Fig. 1: M1 wires
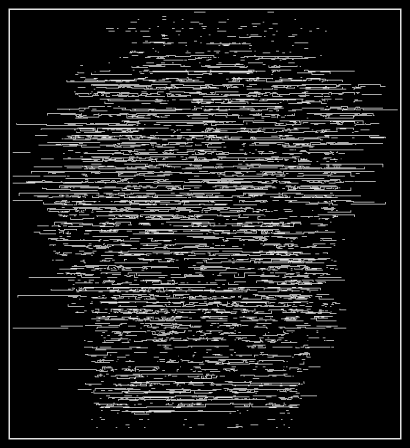
Fig. 2: M2 wires
The bar under the picture is 50 um long. Cells faint in the background.
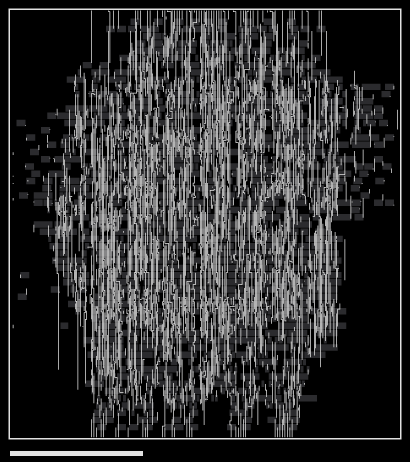
Fig. 3: track usage over the die
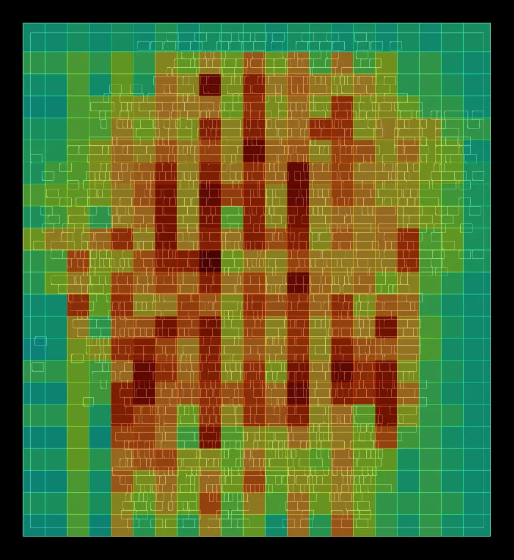
Fig. 4: M4 wires
Cells faint in the background.
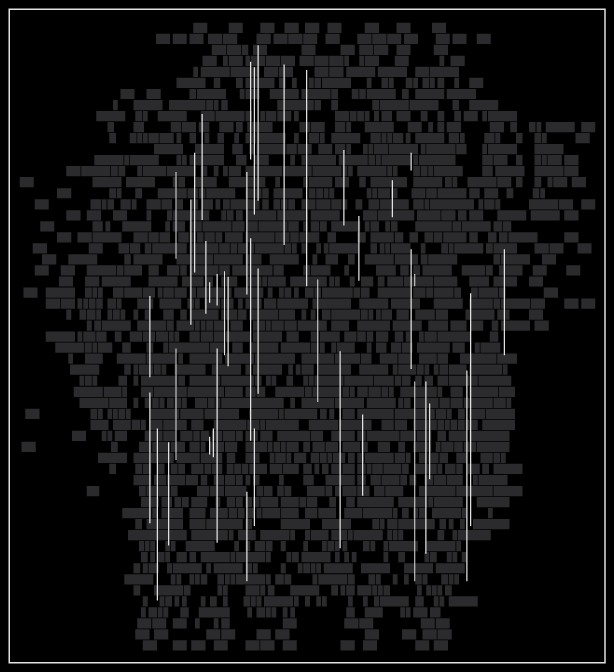
Fig. 5: M3 wires
The bar under the picture is 50 um long.
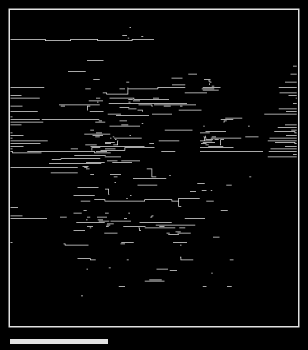
$ cat src/rtl/div_seq_ctrl.sv
// Sequential unsigned restoring divider: one quotient bit per cycle.
// The partial register is packed {remainder, quotient}. A zero divisor skips
// the iteration and reports all-ones quotient and the dividend as remainder.
module div_seq_ctrl #(
    parameter int WIDTH = 32,
    parameter int CNT_W = 6
) (
    input  logic             clk,
    input  logic             rst_n,
    input  logic             start,
    input  logic [WIDTH-1:0] dividend,
    input  logic [WIDTH-1:0] divisor,
    output logic             busy,
    output logic             done,
    output logic [WIDTH-1:0] quotient,
    output logic [WIDTH-1:0] remainder,
    output logic             div_by_zero
);

    typedef enum logic [1:0] {
        IDLE = 2'd0,
        RUN  = 2'd1,
        ZERO = 2'd2,
        DONE = 2'd3
    } state_t;

    localparam logic [CNT_W-1:0] LAST_CNT = CNT_W'(WIDTH - 1);

    state_t                 state;
    state_t                 state_nxt;
    logic [CNT_W-1:0]       cnt;
    logic [2*WIDTH-1:0]     part;
    logic [2*WIDTH-1:0]     part_step;
    logic [WIDTH-1:0]       dvsr;

    // One restoring step: shift the partial left, trial-subtract the divisor
    // from the upper WIDTH+1 bits, keep the difference when it did not borrow.
    function automatic logic [2*WIDTH-1:0] div_step(
        input logic [2*WIDTH-1:0] p,
        input logic [WIDTH-1:0]   d
    );
        logic [WIDTH:0] t;
        t = p[2*WIDTH-1:WIDTH-1] - {1'b0, d};
        if (!t[WIDTH])
            div_step = {t[WIDTH-1:0], p[WIDTH-2:0], 1'b1};
        else
            div_step = {p[2*WIDTH-2:WIDTH-1], p[WIDTH-2:0], 1'b0};
    endfunction

    assign part_step = div_step(part, dvsr);

    // State register; reset abandons any division in progress.
    always_ff @(posedge clk) begin
        if (!rst_n)
            state <= IDLE;
        else
            state <= state_nxt;
    end

    // Next-state decode; start is only looked at while idle.
    always_comb begin
        state_nxt = state;
        case (state)
            IDLE: begin
                if (start)
                    state_nxt = (divisor == '0) ? ZERO : RUN;
            end
            RUN: begin
                if (cnt == LAST_CNT)
                    state_nxt = DONE;
            end
            ZERO:    state_nxt = DONE;
            DONE:    state_nxt = IDLE;
            default: state_nxt = IDLE;
        endcase
    end

    assign busy = (state != IDLE);
    assign done = (state == DONE);

    // Operand capture, iteration and result registers; results are written
    // only on the way into DONE and hold until the next completion.
    always_ff @(posedge clk) begin
        if (!rst_n) begin
            cnt         <= '0;
            part        <= '0;
            dvsr        <= '0;
            quotient    <= '0;
            remainder   <= '0;
            div_by_zero <= 1'b0;
        end else begin
            case (state)
                IDLE: begin
                    if (start) begin
                        dvsr        <= divisor;
                        part        <= {{WIDTH{1'b0}}, dividend};
                        cnt         <= '0;
                        div_by_zero <= 1'b0;
                    end
                end
                RUN: begin
                    part <= part_step;
                    cnt  <= cnt + 1'b1;
                    if (cnt == LAST_CNT) begin
                        quotient    <= part_step[WIDTH-1:0];
                        remainder   <= part_step[2*WIDTH-1:WIDTH];
                        div_by_zero <= 1'b0;
                    end
                end
                ZERO: begin
                    // Partial still holds {0, dividend} from acceptance.
                    quotient    <= '1;
                    remainder   <= part[WIDTH-1:0];
                    div_by_zero <= 1'b1;
                end
                default: ;
            endcase
        end
    end

endmodule
$ cat config.mk
export PLATFORM = sky130hd
export DESIGN_NAME = div_seq_ctrl
export DESIGN_NICKNAME = d
export VERILOG_FILES = /design/src/rtl/div_seq_ctrl.sv
export SDC_FILE = /design/constraint.sdc
export NUM_CORES = 1
export LEC_CHECK = 0
export CAP_MARGIN = 20
export CORE_ASPECT_RATIO = 1.1
export CORE_MARGIN = 2
export CORE_UTILIZATION = 40
export CTS_CLUSTER_DIAMETER = 120
export CTS_CLUSTER_SIZE = 24
export DETAILED_ROUTE_END_ITERATION = 7
export GPL_ROUTABILITY_DRIVEN = 0
export GPL_TIMING_DRIVEN = 0
export PLACE_DENSITY = 0.73
export SETUP_SLACK_MARGIN = 0.4
export SLEW_MARGIN = 20
export SYNTH_ARGS = -nofsm -noshare
export SYNTH_HDL_FRONTEND = slang
export SYNTH_SLANG_ARGS = --single-unit
$ cat constraint.sdc
create_clock -name clk -period 3.4 [get_ports clk]
set_clock_uncertainty 0.2 [all_clocks]
set_input_delay 0.85 -clock clk [delete_from_list [all_inputs] [get_ports clk]]
set_output_delay 0.85 -clock clk [all_outputs]
set_load 0.02 [all_outputs]
==> qor.yml <==
power.density_nw_per_um2: 870.8
ir_drop_v: 0.0005031
syn2layout_area_growth_pct: 37.75
numCtsBuffers: 17
r2r-end: "remainder[11]"
violations: "setup timing"
routedWlPerCell_um: 18.36
pwr.group.clock_uw: 1950
critical_path_required_ns: 3.50
flops: 169
n_all_buffers: 227
insertion_delay_ns: 0.44
gr-usage-all-layers_pct: 23.80
synthMuxAreaShare_pct: 7.068
port_buffers: 132
status: "complete, but fails checks"
seqPwrFrac_pct: 27.5
hp-start: "dvsr[22]"
n_all_inverters: 47
max-cap-violations: 0
grtUsageMet1_pct: 28.47
timing.slew.headroom_pct: 33.10
hold_path_depth: 2
top_area_cell: "dfxtp_1"
top_layer: "met4"
synthDistinctLibCells: 72
logic_gates: 796
critPathArrivalTime_ns: 3.51
syn_area_sq_um: 8940
p_total_uw: 10720
setup_tns_ns: -0.01372
ios: 134
fillers: 1866
hp-class: "reg2reg"
die_area_sq_um: 23560
finalSetupViolations: 1
hpwl_mm: 20.61
fin_cells: 1566
drt_iter0_drc: 826
postLayoutSetupSlackWorst_ns: -0.01372
About Fig. 1:
The layer holds 40% of the routed length. 1254 nets have wire on it. The layer carries 11400 um of wire. The wires run mostly horizontal. The longest straight run is 45.5 um.
overall routed net length: 28.76 mm
DR vias: 8852

About Fig. 2:
1204 nets have wire on it. The layer carries 14400 um of wire. The wires run mostly vertical. The longest straight run is 52.4 um. The layer holds 50% of the routed length.

About Fig. 3:
GR Util met2: 41.79%
M3 GR Usage: 4.432%
global route hottest layer: met2

About Fig. 4:
The wires run mostly vertical. The layer carries 1160 um of wire. The layer holds 4.0% of the routed length. 37 nets have wire on it. The longest straight run is 57.1 um.

About Fig. 5:
The layer holds 6.1% of the routed length. The longest straight run is 39.6 um. 170 nets have wire on it. The layer carries 1760 um of wire.

